$ cat src/rtl/demux_pkg.sv
// ============================================================================
// Module   : demux_pkg
// Purpose  : Shared constants and FSM state type for the 1:4 stream demux.
// Revision : 1.0
// ============================================================================
`default_nettype none

package demux_pkg;

   localparam int N_OUT = 4;
   localparam int SEL_W = 2;

   typedef enum logic [0:0] {
      IDLE   = 1'b0,
      LOCKED = 1'b1
   } state_t;

endpackage : demux_pkg

`default_nettype wire

$ cat src/rtl/demux_slot.sv
// ============================================================================
// Module   : demux_slot
// Purpose  : One-entry registered valid/ready slot carrying a beat and its last flag.
// Revision : 1.0
// ============================================================================
`default_nettype none

module demux_slot #(
   parameter int DATA_W = 8
) (
   input  logic              clk,
   input  logic              rst,
   input  logic              i_load,
   input  logic [DATA_W-1:0] i_data,
   input  logic              i_last,
   input  logic              i_ready,
   output logic              o_valid,
   output logic [DATA_W-1:0] o_data,
   output logic              o_last
);

   logic              r_valid;
   logic [DATA_W-1:0] r_data;
   logic              r_last;

   // A load wins over a drain so that a simultaneous drain+load keeps valid high.
   always_ff @(posedge clk or posedge rst) begin
      if (rst) begin
         r_valid <= 1'b0;
         r_data  <= '0;
         r_last  <= 1'b0;
      end else if (i_load) begin
         r_valid <= 1'b1;
         r_data  <= i_data;
         r_last  <= i_last;
      end else if (r_valid && i_ready) begin
         r_valid <= 1'b0;
      end
   end

   assign o_valid = r_valid;
   assign o_data  = r_data;
   assign o_last  = r_last;

endmodule : demux_slot

`default_nettype wire

$ cat src/rtl/demux_1x4_stream.sv
// ============================================================================
// Module   : demux_1x4_stream
// Purpose  : Routes whole packets from one valid/ready stream to one of four
//            registered output channels, locking the select for the packet.
// Revision : 1.0
// ============================================================================
`default_nettype none

module demux_1x4_stream
   import demux_pkg::*;
#(
   parameter int DATA_W = 8
) (
   input  logic                    clk,
   input  logic                    rst,
   input  logic [DATA_W-1:0]       in_data,
   input  logic [SEL_W-1:0]        in_sel,
   input  logic                    in_last,
   input  logic                    in_valid,
   output logic                    in_ready,
   output logic [N_OUT*DATA_W-1:0] out_data,
   output logic [N_OUT-1:0]        out_last,
   output logic [N_OUT-1:0]        out_valid,
   input  logic [N_OUT-1:0]        out_ready
);

   state_t             r_state;
   state_t             w_state_nxt;
   logic [SEL_W-1:0]   r_lock_sel;
   logic [SEL_W-1:0]   w_lock_sel_nxt;
   logic [SEL_W-1:0]   w_target;
   logic               w_in_ready;
   logic               w_accept;
   logic [N_OUT-1:0]   w_load;

   // in_sel only steers the first beat; later beats follow the locked channel.
   assign w_target   = (r_state == LOCKED) ? r_lock_sel : in_sel;
   assign w_in_ready = ~out_valid[w_target] | out_ready[w_target];
   assign w_accept   = in_valid & w_in_ready;
   assign in_ready   = w_in_ready;

   always_ff @(posedge clk or posedge rst) begin
      if (rst) begin
         r_state    <= IDLE;
         r_lock_sel <= '0;
      end else begin
         r_state    <= w_state_nxt;
         r_lock_sel <= w_lock_sel_nxt;
      end
   end

   always_comb begin
      w_state_nxt    = r_state;
      w_lock_sel_nxt = r_lock_sel;
      case (r_state)
         IDLE: begin
            if (w_accept && !in_last) begin
               w_state_nxt    = LOCKED;
               w_lock_sel_nxt = in_sel;
            end
         end
         LOCKED: begin
            if (w_accept && in_last) begin
               w_state_nxt = IDLE;
            end
         end
         default: begin
            w_state_nxt = IDLE;
         end
      endcase
   end

   for (genvar k = 0; k < N_OUT; k++) begin : g_slot
      assign w_load[k] = w_accept && (w_target == SEL_W'(k));

      demux_slot #(
         .DATA_W (DATA_W)
      ) u_slot (
         .clk     (clk),
         .rst     (rst),
         .i_load  (w_load[k]),
         .i_data  (in_data),
         .i_last  (in_last),
         .i_ready (out_ready[k]),
         .o_valid (out_valid[k]),
         .o_data  (out_data[k*DATA_W +: DATA_W]),
         .o_last  (out_last[k])
      );
   end

endmodule : demux_1x4_stream

`default_nettype wire

$ cat config.mk
export PLATFORM = sky130hd
export DESIGN_NAME = demux_1x4_stream
export DESIGN_NICKNAME = d
export VERILOG_FILES = /design/src/rtl/demux_pkg.sv /design/src/rtl/demux_slot.sv /design/src/rtl/demux_1x4_stream.sv
export SDC_FILE = /design/constraint.sdc
export NUM_CORES = 1
export LEC_CHECK = 0
export ABC_AREA = 1
export CORE_UTILIZATION = 42
export CTS_BUF_LIST = sky130_fd_sc_hd__clkbuf_16
export DETAILED_ROUTE_END_ITERATION = 6
export PLACE_DENSITY = 0.81
export SYNTH_ARGS = -nofsm -noshare
export SYNTH_HDL_FRONTEND = slang
export SYNTH_SLANG_ARGS = --single-unit
$ cat constraint.sdc
create_clock -name clk -period 1.72 [get_ports clk]
set_clock_uncertainty 0.2 [all_clocks]
set_input_delay 0.344 -clock clk [delete_from_list [all_inputs] [get_ports clk]]
set_output_delay 0.344 -clock clk [all_outputs]
set_load 0.01 [all_outputs]
run_1/met2.png
Scale: 4 px per um.
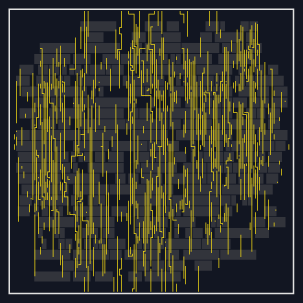
wire length on this layer = 2,940 um
nets with wire on the layer = 286
main direction = vertical
GR met2 Demand/Resource: 39.7%
wire length after detailed routing: 5820 um

run_1/final_congestion.png
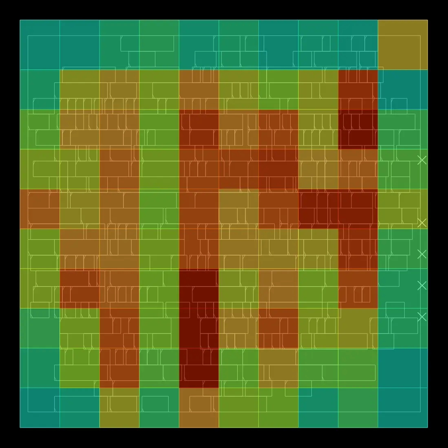
met1 usage: 29.5%
met3 Usage GRT: 5.13%
fin util: 73.0%

==> qor.tcl, run 1 <==
set qor(run_status) {finished with violations}
set qor(failed_checks) {DRC, setup timing}
set qor(p_switching_mw) 2.42
set qor(synthTopCellsByArea) {dfrtp_1, nand2_1, o21ai_1}
set qor(power.total_mw) 6.11
set qor(clk-insertion-delay-late_ns) 0.28
set qor(post-place-ws_ns) -0.743
set qor(finalWorstSetupSlack_ns) -0.332
set qor(synth-edff-count) 0
set qor(standard_cell_core_area_sq_mm) 0.00444
set qor(num_cts_buffers) 5
set qor(worst_ep_arrival_time_ns) 2.02
set qor(hp-class) {input pin to asynchronous set/reset pin}
set qor(synth_instances) 234
set qor(ys_sh_mux_pct) 0
set qor(syn-num-nets) 252
set qor(stdcell_count) 383
set qor(post-synth-top-area-fraction_pct) 54.3
set qor(design.final.nets) 348
set qor(gr-usage-all-layers_pct) 23.8
set qor(ys_sh_aoi_pct) 8.52
set qor(dominant_kind_of_combinational_cell) {simple AND/OR/NAND/NOR gates}
set qor(gp_routability_congestion) 0.892
set qor(antenna_cells) 0
set qor(design.portCount) 59
set qor(ff_type) {dfrtp_1}
set qor(grt_antenna_before_repair) 0
set qor(cts_hold_repair.buffers) 0
set qor(cts_root_buffer) {clkbuf_16}
set qor(synth_dominant_cell_count) {nand2_1}
set qor(report.final.setup_viol) 44
set qor(synth-seq-cells) 43
set qor(final_max_slew_violation_tally) 0
set qor(log.warning_count) 28
set qor(htree_num_levels) 2
set qor(globalRoute.totalOverflow) 0
set qor(drc_errors) 10
set qor(synth_cell_types) 18
set qor(flow.area_growth_from_synthesis_pct) 63.5
set qor(holdWs_ns) 0.214
set qor(fp.dieArea_sq_mm) 0.00500
run_1/zoom.png
Window x 15 to 55, y 30 to 70 um. Cells in grey, sequential cells in the stronger grey; small squares are vias.
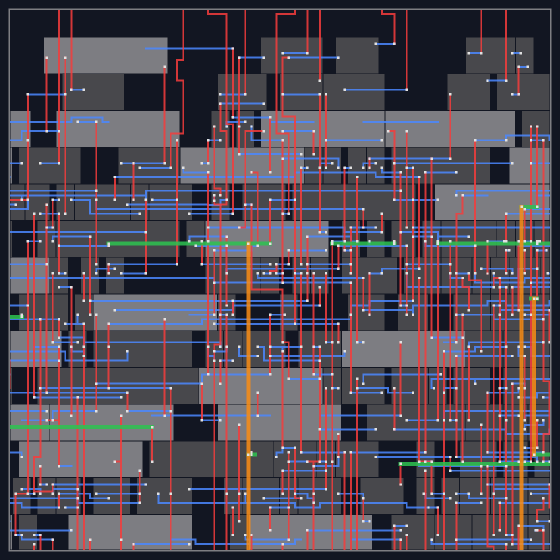
met1 -> blue
met3 -> green
met2 -> red
met4 -> orange
most frequent = nand2_1 (39), buf_4 (15), dfrtp_1 (14)
sequential cells in the window = 15
netlist names of flops here include = `g_slot.u_slot.o_data` (11), `g_slot.u_slot.o_last` (2)
cells with their middle in the window = 128

-- run 1: worst paths after layout --
| check | startpoint | end | slack [ns] | depth (start not counted) |
|---|---|---|---|---|
| worst max register to register | register | g_slot[1].u_slot.o_data[2] | -0.33 | 13 |
| worst max-delay path | register | g_slot[1].u_slot.o_data[2] | -0.33 | 13 |
| min in group clk | g_slot[3].u_slot.o_data[7] | g_slot[3].u_slot.o_data[7] | 0.27 | 2 |
| worst min register to register | g_slot[3].u_slot.o_data[7] | g_slot[3].u_slot.o_data[7] | 0.27 | 2 |
| worst min-delay path | rst | r_lock_sel[0] | 0.21 | 3 |
| max in group asynchronous | rst | asynchronous set/reset pin | 0.88 | 3 |
-- run 1: flip-flops by register name, summed over array words and instances (netlist names), named ones only --
signal	flops
g_slot.u_slot.o_valid	4
g_slot.u_slot.o_last	4
g_slot.u_slot.o_data	32
r_lock_sel	2
-- run 1: power by group through the flow --
stage	Sequential, mW	Clock (mW)	Combinational (mW)
5_1_grt	1.85	0.935	3.70
4_1_cts	1.78	0.907	3.23
2_1_floorplan	1.90	0	1.32
6_report	1.80	0.889	3.41
3_3_place_gp	1.77	0	2.90
3_5_place_dp	1.77	0	2.97
-- run 1: worst register-to-register path, delay by kind of cell (launching register included) --
family / cells / cell delay, ns
and+or+nand+nor: 9 / 0.69
AOI/OAI and AO/OA: 1 / 0.12
buffers and inverters: 3 / 0.48
DFF: 1 / 0.44
-- run 1: area by class of cell --
class	count	area [sq um]	area share (%)
flip-flops and latches	43	1080	33.2
repair buffers	98	986	30.4
multi-input cells	166	915	28.2
clock buffers	5	125	3.86
well taps	52	65.1	2.01
inverters	16	62.6	1.93
clock inverters	3	12.5	0.386
-- run 1: per-layer routing --
metal  wire, um  track usage [%]
met2       2940             39.7
met4        139             11.8
met1       2430             29.5
met3        314             5.13
met5          0                0
==> run 2, diff against run 1 <==
HOLD_SLACK_MARGIN = 0.1   (was default)
==> run 2 against run 1 <==
- fmax unchanged
- sequential cell count unchanged
- the run still ends with DRC, setup timing left
- largest power group unchanged
- global-route usage unchanged
- register-to-register slack about the same
- critical path depth unchanged
==> qor.tcl, run 2 <==
set qor(run_status) {finished with violations}
set qor(failed_checks) {DRC, setup timing}
set qor(flow.area_growth_from_synthesis_pct) 63.5 ;# unchanged
set qor(multi_input_comb_area_sq_um) 915 ;# unchanged
set qor(grt_antenna_before_repair) 0 ;# unchanged
set qor(p_seq_share_pct) 29.5
set qor(chipHeight_um) 70.7
set qor(ff_type) {dfrtp_1}
set qor(worst_ep_arrival_time_ns) 2.02 ;# about the same
set qor(cts_root_buffer) {clkbuf_16}
set qor(p_switching_mw) 2.42 ;# unchanged
set qor(layout_worst_path_cycle_share_pct) 119
set qor(critPathCaptureType) {register}
set qor(first_pass_grt_wire_length_um) 9090
set qor(design.final.nets) 348 ;# unchanged
set qor(log.warning_count) 28 ;# unchanged
set qor(htree_num_levels) 2 ;# unchanged
set qor(endpoint_of_the_most_critical_register_to_register_path) {g_slot[1].u_slot.o_data[2]}
set qor(layout.nonclk_buf_share_pct) 30.4 ;# unchanged
set qor(synth_seq_share_pct) 54.3
set qor(flop-count) 43 ;# unchanged
set qor(port_buffers) 58
set qor(clockBufferDepth) 2
set qor(post-synth-top-area-fraction_pct) 54.3 ;# unchanged
set qor(antenna_cells) 0 ;# unchanged
set qor(synth-async-reset-ratio_pct) 100
set qor(synth-area-yosys_sq_mm) 0.00198
set qor(number_of_sinks_handled_by_clock_tree_synthesis) 43
set qor(timing.critical_path.to) {g_slot[1].u_slot.o_data[2]}
set qor(synthTopCellsByArea) {dfrtp_1, nand2_1, o21ai_1}
set qor(clock_buf_count) 5 ;# unchanged
set qor(final_max_slew_violation_tally) 0 ;# unchanged
set qor(cts_hold_repair.buffers) 0 ;# unchanged
set qor(clk-insertion-delay-late_ns) 0.28 ;# about the same
set qor(most-common-layout-cells) {nand2_1, dfrtp_1, buf_4}
set qor(dp_hpwl_um) 3600
set qor(hp-class) {input pin to asynchronous set/reset pin}
set qor(worst-path-max-fanout) 7
set qor(synth-edff-count) 0 ;# unchanged
set qor(clock_tree_area_fraction_pct) 4.24 ;# unchanged
set qor(syn-num-nets) 252 ;# unchanged
set qor(finalSetupTns_ns) -10.80
set qor(synth-cells-yosys) 234
set qor(power.internal_mw) 3.68
set qor(comb.multi_input.count) 166 ;# unchanged
set qor(routed_via_density) 4.97
set qor(synth_area_per_cell_sq_um) 8.48
set qor(synth_dominant_cell_count) {nand2_1}
set qor(grt_setup_unrepaired) {true}
set qor(tap-cell-count) 52 ;# unchanged
set qor(signal_buffers) 98 ;# unchanged
set qor(synth_area_sq_mm) 0.00198
set qor(standard_cell_core_area_sq_mm) 0.00444 ;# unchanged
set qor(first_global_vias) 1921
set qor(gp_routability_congestion) 0.892 ;# unchanged
set qor(finalWorstSetupSlack_ns) -0.332 ;# unchanged
set qor(power.total_mw) 6.11 ;# unchanged
set qor(largest_reg_flops) 32 ;# unchanged
set qor(max-slew-margin-rel_pct) 69.0
set qor(route.final.wire_length_um) 5820 ;# unchanged
set qor(cap_viol_max_count) 0
set qor(post-route-util_pct) 73.0 ;# unchanged
set qor(cp_slowest_stage_delay_ns) 0.44
set qor(drc_errors) 10 ;# unchanged
set qor(worst-r2r-setup-slack_ns) -0.33 ;# about the same
set qor(placementRows) 24
set qor(synth_instances) 234 ;# unchanged
set qor(design.portCount) 59 ;# unchanged
set qor(critical-path-slowest-cell) {dfrtp_2}
set qor(report.final.setup_viol) 44 ;# unchanged
set qor(globalRoute.totalOverflow) 0 ;# unchanged
set qor(num-nonclk-inverters) 16 ;# unchanged
set qor(num_cts_buffers) 5 ;# unchanged
set qor(r2r_cells) 13 ;# unchanged
set qor(max_freq_mhz) 487
set qor(fp.dieArea_sq_mm) 0.00500 ;# unchanged
set qor(layout.area.top_class) {flip-flops and latches}
set qor(die_width_um) 70.7
set qor(synth-seq-cells) 43 ;# unchanged
set qor(synth_cell_types) 18 ;# unchanged
set qor(gr-usage-all-layers_pct) 23.8 ;# unchanged
set qor(filler_cell_count) 323
set qor(multi_input_gate_share_of_total_cell_area_pct) 28.2 ;# unchanged
set qor(final_hold_violation_count) 0
set qor(layout-drive-gt1-share_pct) 28.1
-- run 2: per-stage QoR --
stage | hold WS, ns | worst slack (ns) | instances | instance area [sq um]
CTS | 0.235 | -0.267 | 380 | 3110
detailed placement | 0.259 | -0.743 | 359 | 2790
global route | 0.241 | -0.465 | 383 | 3240
finish | 0.214 | -0.332 | 383 | 3240
floorplan | 0.235 | 0.0175 | 234 | 1980
global placement | 0.258 | -0.696 | 359 | 2790
-- run 2: per-layer routing --
| metal | wire length, um | vias to the layer above | part of all wire [%] | GRT usage [%] |
|---|---|---|---|---|
| met4 | 139 | 0 | 2.4 | 11.8 |
| met3 | 314 | 16 | 5.4 | 5.13 |
| met5 | 0 | - | 0 | 0 |
| met1 | 2430 | 897 | 42 | 29.5 |
| li1 | - | 929 | - | - |
| met2 | 2940 | 62 | 50 | 39.7 |
-- run 2: power by group through the flow --
stage	clock [mW]	sequential (mW)	combinational, mW
finish	0.889	1.80	3.41
detailed placement	0	1.77	2.97
global route	0.935	1.85	3.70
floorplan	0	1.90	1.32
CTS	0.907	1.78	3.23
global placement	0	1.77	2.90
-- run 2: timing repair --
| action | CTS | global route |
|---|---|---|
| buffers inserted | 8 | 2 |
| pin swaps | 6 | 8 |
| gates cloned | 5 | 1 |
| setup endpoints to repair | 65 | 60 |
| gates resized | 49 | 38 |
-- run 2: kinds of logic after synthesis --
| family | synth area share, % |
|---|---|
| AND/OR/NAND/NOR | 28.9 |
| flip-flops | 54.3 |
| AND-OR/OR-AND | 8.52 |
| buffers and inverters | 8.33 |
-- run 2: worst max-delay path: cells and delay by family, from the launching register on --
| kind | cells | cell delay, ns |
|---|---|---|
| AND-OR/OR-AND | 1 | 0.12 |
| flip-flops | 1 | 0.44 |
| AND/OR/NAND/NOR | 9 | 0.69 |
| buffers and inverters | 3 | 0.48 |
run_2/registers.png
Scale: 6 px per um.
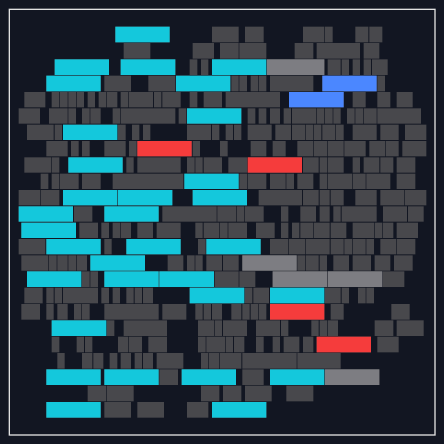
`r_lock_sel` -> blue  # flops 2
`g_slot.u_slot.o_data` -> cyan  # flops 32
`g_slot.u_slot.o_last` -> red  # flops 4
not coloured = 5
FF+latch area: 0.00108 sq mm
Seq power: 1.80 mW
fraction of area in registers: 33.2%

Power is estimated from default activity; no workload was simulated.
